===== src/rtl/filter_seq_pkg.sv =====
// filter_seq_pkg: shared state encoding and counter widths for the filter step sequencer.
package filter_seq_pkg;
    typedef enum logic [2:0] {IDLE, FRST, DRIVE, NEXT, FIN} seq_state_t;
    localparam int FRST_CYCLES = 2;
    localparam int HCNT_W      = 16;
    localparam int SETTLE_W    = 16;
endpackage


===== src/rtl/fixed_abs_err.sv =====
// fixed_abs_err: |a-b| on a one-bit-wider path so extreme codes never wrap, plus out-of-tolerance flag.
module fixed_abs_err #(
    parameter int               WIDTH = 25,
    parameter logic [WIDTH-1:0] TOL   = '0
) (
    input  logic signed [WIDTH-1:0] a,
    input  logic signed [WIDTH-1:0] b,
    output logic        [WIDTH:0]   abs_err,
    output logic                    out_tol
);
    logic signed [WIDTH:0] diff;
    assign diff    = {a[WIDTH-1], a} - {b[WIDTH-1], b};
    assign abs_err = diff[WIDTH] ? $unsigned(-diff) : $unsigned(diff);
    assign out_tol = abs_err > {1'b0, TOL};
endmodule


===== src/rtl/filter_step_sequencer.sv =====
// filter_step_sequencer: resets the filter, applies alternating HI/LO steps and
// measures worst-case settling time and final-cycle tolerance for a pass/fail verdict.
module filter_step_sequencer
    import filter_seq_pkg::*;
#(
    parameter int                      WIDTH       = 25,
    parameter logic signed [WIDTH-1:0] STEP_HI     = 25'sd1000000,
    parameter logic signed [WIDTH-1:0] STEP_LO     = -25'sd1000000,
    parameter int                      HOLD_CYCLES = 1024,
    parameter logic [WIDTH-1:0]        SETTLE_TOL  = 25'd1000,
    parameter int                      NUM_STEPS   = 4
) (
    input  logic                    clk,
    input  logic                    rst,
    input  logic                    start,
    input  logic signed [WIDTH-1:0] v_out,
    output logic signed [WIDTH-1:0] v_in,
    output logic                    filter_rst,
    output logic                    busy,
    output logic                    done,
    output logic                    pass,
    output logic [SETTLE_W-1:0]     max_settle,
    output logic [7:0]              step_idx
);
    localparam logic [HCNT_W-1:0] HOLD_LAST = HCNT_W'(HOLD_CYCLES - 1);
    localparam logic [HCNT_W-1:0] FRST_LAST = HCNT_W'(FRST_CYCLES - 1);
    localparam logic [7:0]        STEP_LAST = 8'(NUM_STEPS - 1);

    seq_state_t              state_q, state_d;
    logic [HCNT_W-1:0]       hcnt_q, hcnt_d;
    logic [SETTLE_W-1:0]     last_bad_q, last_bad_d, max_q, max_d;
    logic [7:0]              step_q, step_d;
    logic signed [WIDTH-1:0] v_in_q, v_in_d, target;
    logic                    frst_q, frst_d, busy_q, busy_d, done_q, done_d;
    logic                    pass_q, pass_d, fail_q, fail_d;
    logic [WIDTH:0]          abs_err;
    logic                    out_tol, bad;
    logic [HCNT_W:0]         hcnt_inc;
    logic [SETTLE_W-1:0]     bad_cnt, settle;

    assign target = step_q[0] ? STEP_LO : STEP_HI;

    fixed_abs_err #(.WIDTH(WIDTH), .TOL(SETTLE_TOL)) u_err (
        .a(v_out), .b(target), .abs_err(abs_err), .out_tol(out_tol)
    );

    assign bad      = out_tol && abs_err != '0;
    assign hcnt_inc = {1'b0, hcnt_q} + (HCNT_W + 1)'(1);
    // settle time is "last bad cycle + 1", saturated at the counter width
    assign bad_cnt  = hcnt_inc[HCNT_W] ? '1 : hcnt_inc[SETTLE_W-1:0];
    assign settle   = bad ? bad_cnt : last_bad_q;

    always_ff @(posedge clk or posedge rst) begin
        if (rst) begin
            state_q    <= IDLE;
            hcnt_q     <= '0;
            last_bad_q <= '0;
            max_q      <= '0;
            step_q     <= '0;
            v_in_q     <= '0;
            frst_q     <= 1'b1;
            busy_q     <= 1'b0;
            done_q     <= 1'b0;
            pass_q     <= 1'b0;
            fail_q     <= 1'b0;
        end else begin
            state_q    <= state_d;
            hcnt_q     <= hcnt_d;
            last_bad_q <= last_bad_d;
            max_q      <= max_d;
            step_q     <= step_d;
            v_in_q     <= v_in_d;
            frst_q     <= frst_d;
            busy_q     <= busy_d;
            done_q     <= done_d;
            pass_q     <= pass_d;
            fail_q     <= fail_d;
        end
    end

    always_comb begin
        state_d    = state_q;
        hcnt_d     = hcnt_q;
        last_bad_d = last_bad_q;
        max_d      = max_q;
        step_d     = step_q;
        v_in_d     = v_in_q;
        frst_d     = 1'b0;
        busy_d     = busy_q;
        done_d     = 1'b0;
        pass_d     = pass_q;
        fail_d     = fail_q;
        case (state_q)
            IDLE: if (start) begin
                state_d = FRST;
                frst_d  = 1'b1;
                busy_d  = 1'b1;
                pass_d  = 1'b0;
                max_d   = '0;
                fail_d  = 1'b0;
                step_d  = '0;
                hcnt_d  = '0;
                v_in_d  = '0;
            end
            FRST: begin
                frst_d = 1'b1;
                hcnt_d = hcnt_q + HCNT_W'(1);
                if (hcnt_q == FRST_LAST) begin
                    state_d    = DRIVE;
                    frst_d     = 1'b0;
                    hcnt_d     = '0;
                    last_bad_d = '0;
                    v_in_d     = STEP_HI;
                end
            end
            DRIVE: begin
                hcnt_d = hcnt_q + HCNT_W'(1);
                if (bad) last_bad_d = bad_cnt;
                if (hcnt_q == HOLD_LAST) begin
                    max_d      = settle > max_q ? settle : max_q;
                    fail_d     = fail_q | bad;
                    hcnt_d     = '0;
                    last_bad_d = '0;
                    if (step_q == STEP_LAST) begin
                        state_d = FIN;
                        done_d  = 1'b1;
                        pass_d  = !(fail_q | bad);
                    end else begin
                        state_d = NEXT;
                        step_d  = step_q + 8'd1;
                        v_in_d  = step_q[0] ? STEP_HI : STEP_LO;
                    end
                end
            end
            NEXT: state_d = DRIVE;
            FIN: begin
                state_d = IDLE;
                busy_d  = 1'b0;
                v_in_d  = '0;
            end
            default: state_d = IDLE;
        endcase
    end

    assign v_in       = v_in_q;
    assign filter_rst = frst_q;
    assign busy       = busy_q;
    assign done       = done_q;
    assign pass       = pass_q;
    assign max_settle = max_q;
    assign step_idx   = step_q;
endmodule


===== config.mk =====
export PLATFORM = sky130hd
export DESIGN_NAME = filter_step_sequencer
export DESIGN_NICKNAME = d
export VERILOG_FILES = /design/src/rtl/filter_seq_pkg.sv /design/src/rtl/fixed_abs_err.sv /design/src/rtl/filter_step_sequencer.sv
export SDC_FILE = /design/constraint.sdc
export NUM_CORES = 1
export LEC_CHECK = 0
export ABC_AREA = 0
export CORE_MARGIN = 4
export CORE_UTILIZATION = 49
export DETAILED_ROUTE_END_ITERATION = 12
export GPL_TIMING_DRIVEN = 0
export HOLD_SLACK_MARGIN = 0.08
export PLACE_DENSITY = 0.76
export SYNTH_ARGS = -nofsm -noshare
export SYNTH_HDL_FRONTEND = slang
export SYNTH_SLANG_ARGS = --single-unit

===== constraint.sdc =====
create_clock -name clk -period 5.8 [get_ports clk]
set_input_delay 1.74 -clock clk [delete_from_list [all_inputs] [get_ports clk]]
set_output_delay 1.74 -clock clk [all_outputs]
set_load 0.01 [all_outputs]

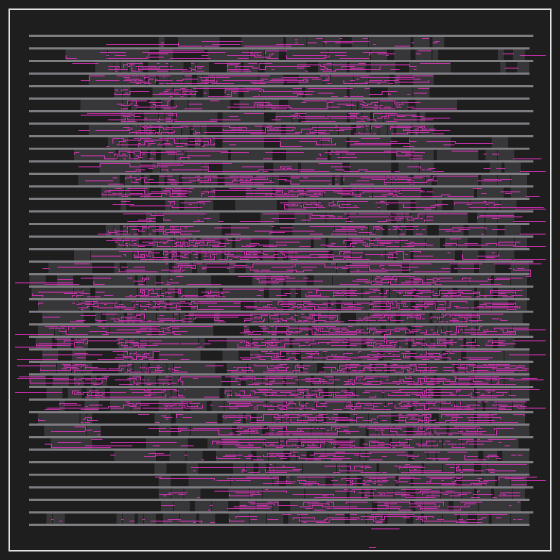
**Above:** the metal 1 layer.
Supply wires on this layer in grey.
The wires run mostly horizontal. The layer holds 39% of the routed length. The longest straight run is 35.4 µm. 867 nets have wire on it.
met1 Usage GRT: 32.5%
Vias: 6454
drt total wl: 20.1 mm

==> GITHUB_STEP_SUMMARY <==
### Metrics collected by this job

| Metric | Value |
|---|---|
| XORs/XNORs by Area | under 10% |
| Skew final | a little over 0.01 ns |
| H-tree Lvls | 3 |
| First-pass iteration count of the detailed router | 12 |
| OpenROAD warnings | 31 |
| Final setup viols | 16 |
| Layout cells sized above 1 | between 20 and 30% |
| Via density per instance | ~6.5 |
| CTS tree | yes |
| Critical path class | primary input to flop |
| Worst setup SP type | primary input |
| Setup_tns | -18.43 ns |
| Syn Inst Count | approximately 690 |
| Post-route minimum period | approximately 7 ns |
| Synth warnings | 0 |
| Slew HR | 34.2% |
| Fin crit share | 121% |
| Fin. Hold Viols | 0 |
| # diodes | 0 |
| Final nets | a little over 900 |
| Mux share | about 3.5% |
| Routed Antenna Nets | 0 |
| Start of the worst register-to-register path | step_idx[0] |
| Hold WC Path Type | flop to flop |
| Failing checks | DRC, setup timing |
| Clock-pin slew on the worst setup and hold paths | about 0.070 ns |
| Largest logic family | AND-OR/OR-AND gates |
| Syn-to-layout area delta | 43.1% |
| Die ar. | 13700 µm² |
| Post-synth ARST share | 100% |
| Gr usage total | about a quarter |
| Pre-CTS setup slack | -2.26 ns |
| Unique cell types | around 80 |
| FMAX | ~140 MHz |
| Pwr Density | 503 nW/µm² |
| Hold Startpoint | last_bad_q[14] |
| Maximum capacitance violations | 0 |
| Clk buf depth | 2 |
| Flip-flops with a built-in enable | 0 |
| Post-synth seq share | approximately 29% |
| Die Span X | 117 µm |
| Initial Utilization | between 50% and 60% |
| Post-synth regs | roughly 67 |
| Sink Count | approximately 67 |
| Yosys stat area | 5840 µm² |
| Main synth FF type | dfrtp_1 |
| Initial antenna violation count | 0 |
| Top cells excl fill/tap | buf_4 (86), nand2_1 (69), dfrtp_1 (66) |
| Required time of the critical path | 6.04 ns |
| Initial DRC count | roughly 620 |
| Inserted Clock Buffers | 9 |
| Arrival @ worst endpoint | a little over 7 ns |
| Die Height | between 100 and 150 µm |
| RSZ-0062 raised after global routing | true |
| FP Rows | 39 |
| Crit path from | v_out[7] |
| Core ar. | ~12000 µm² |
| Cell area after synthesis | roughly 5800 µm² |
| Status | finished with violations |
| Worst-Margin Slew | about 0.98 ns |
| Maximum VDD drop | around 0.22 mV |
| Final HPWL DP | ~11 mm |
| First-pass GRT wire length | about 27 mm |
| Late-Pin Clk Latency | about 0.34 ns |
| Cell count listed in synth_stat.txt | approximately 690 |
| Yosys adder share | 8.66% |
| Largest net degree at the start of global routing | ~70 |
| Drt wl/cell | 20.3 µm |
| # DRC | 1 |
| Slew Limit Fails | 0 |
| CP Capture Type | flop |
| Worst Path Max Fanout | 6 |
| Yosys simple share | approximately 22% |
| Compound-Gate Fraction of Synth Area | about a quarter |
| Setup WS post-layout | -1.21 ns |
| Vias in the first global route | 5624 |
| Most numerous logic cell after layout | buf_4 |
| Mean Syn Cell Area | between 8 and 9 µm² |
| Fin Hold WS | 0.495 ns |
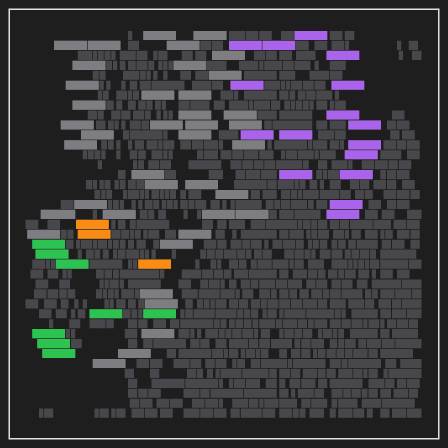
**Above:** sequential cells grouped by signal name.
Key: `max_settle` = purple [placed flops 16]; `step_idx` = green [placed flops 8]; `state_q` = orange [placed flops 3]
Another 40 sequential cells are not coloured.
sequential cell area share: 20.1%
P_seq: 0.000622 W
flip-flop and latch area: 1680 µm²

==> report_power, final <==
group	switching, W	internal, W	leakage (nW)	total [W]
clock	0.000231	0.000384	0.159	0.000615
sequential	0.0000888	0.000533	0.906	0.000622
combinational	0.00160	0.00137	2.61	0.00297
total	0.00192	0.00228	3.68	0.00420
==> worst max-delay path, cell delays in order <==
cell,delay (ns)
buf_8,0.09
inv_8,0.03
fa_2,0.39
nand2b_4,0.19
and2_4,0.16
o311a_4,0.39
a211oi_4,0.33
nand4_1,0.27
nor4b_4,0.40
a21oi_1,0.12
o32a_1,0.20
or4_4,0.61
buf_12,0.17
mux2_4,0.31
ha_4,0.28
nor2b_4,0.13
o21a_1,0.14
o21ai_2,0.06
nand2b_1,0.08
a21oi_2,0.06
o21ai_1,0.15
a21oi_1,0.10
o21ai_1,0.15
nand2_2,0.13
buf_12,0.16
clkbuf_16,0.15
o31ai_2,0.26
==> layout make-up <==
class,count,area (µm²)
clock buffers,9,225
flip-flops and latches,67,1680
multi-input cells,550,4380
inverters,26,114
plain buffers,45,340
well taps,143,179
clock inverters,7,105
repair buffers,146,1340
fillers,755,3160
==> worst paths after layout <==
| kind | to | cells after the start | slack (ns) |
|---|---|---|---|
| setup reg to reg | max_settle[15] | 29 | -1.08 |
| hold / removal | last_bad_q[14] | 1 | 0.50 |
| hold reg to reg | last_bad_q[14] | 1 | 0.50 |
| min in group asynchronous | max_settle[12] | 2 | 1.92 |
| setup / recovery | max_settle[15] | 27 | -1.21 |
| max in group asynchronous | busy | 2 | 3.33 |
==> stage by stage <==
step	cell area (µm²)	instances	total power, W	utilization [%]
after floorplan	5950	693	0.00212	-
after global placement	6870	910	0.00261	59.6
after detailed placement	6870	910	0.00268	59.6
after CTS	7760	960	0.00364	67.4
after global routing	8350	993	0.00441	72.5
final	8350	993	0.00420	72.5
==> synth_stat cells (all sizes together) (16+ instances only) <==
| cell | count | share of area [%] |
|---|---|---|
| nand2 | 73 | 4.7 |
| nor2 | 56 | 3.6 |
| a21oi | 38 | 3.3 |
| nor3 | 16 | 1.4 |
| inv | 26 | 1.7 |
| ha | 38 | 8.1 |
| and3 | 17 | 2.0 |
| a22o | 30 | 4.5 |
| o21ai | 42 | 3.7 |
| buf | 33 | 4.2 |
| nand3 | 23 | 2.1 |
| xnor2 | 21 | 3.2 |
| clkbuf | 17 | 1.1 |
| dfrtp | 66 | 28 |
==> registers in the layout, summed over array words and instances, names as in the netlist <==
| signal | cells |
|---|---|
| last_bad_q | 16 |
| done | 1 |
| pass | 1 |
| max_settle | 16 |
| v_in | 3 |
| fail_q | 1 |
| filter_rst | 1 |
| hcnt_q | 16 |
| step_idx | 8 |
| busy | 1 |
| state_q | 3 |
==> layer usage <==
layer | vias up | global-route usage (%) | wire length (µm)
met1 | 3040 | 32.5 | 7860
met5 | - | 0 | 0
met2 | 446 | 41.3 | 9780
li1 | 2834 | - | -
met3 | 134 | 3.50 | 1620
met4 | 0 | 6.96 | 876
==> repair_timing <==
action	CTS	global route
hold buffers	0	0
gates cloned	1	1
setup endpoints to repair	31	26
endpoints found under the hold margin	0	0
gates resized	84	80
buffers inserted	37	34
pin swaps	48	63
Power and IR drop assume default switching activity.
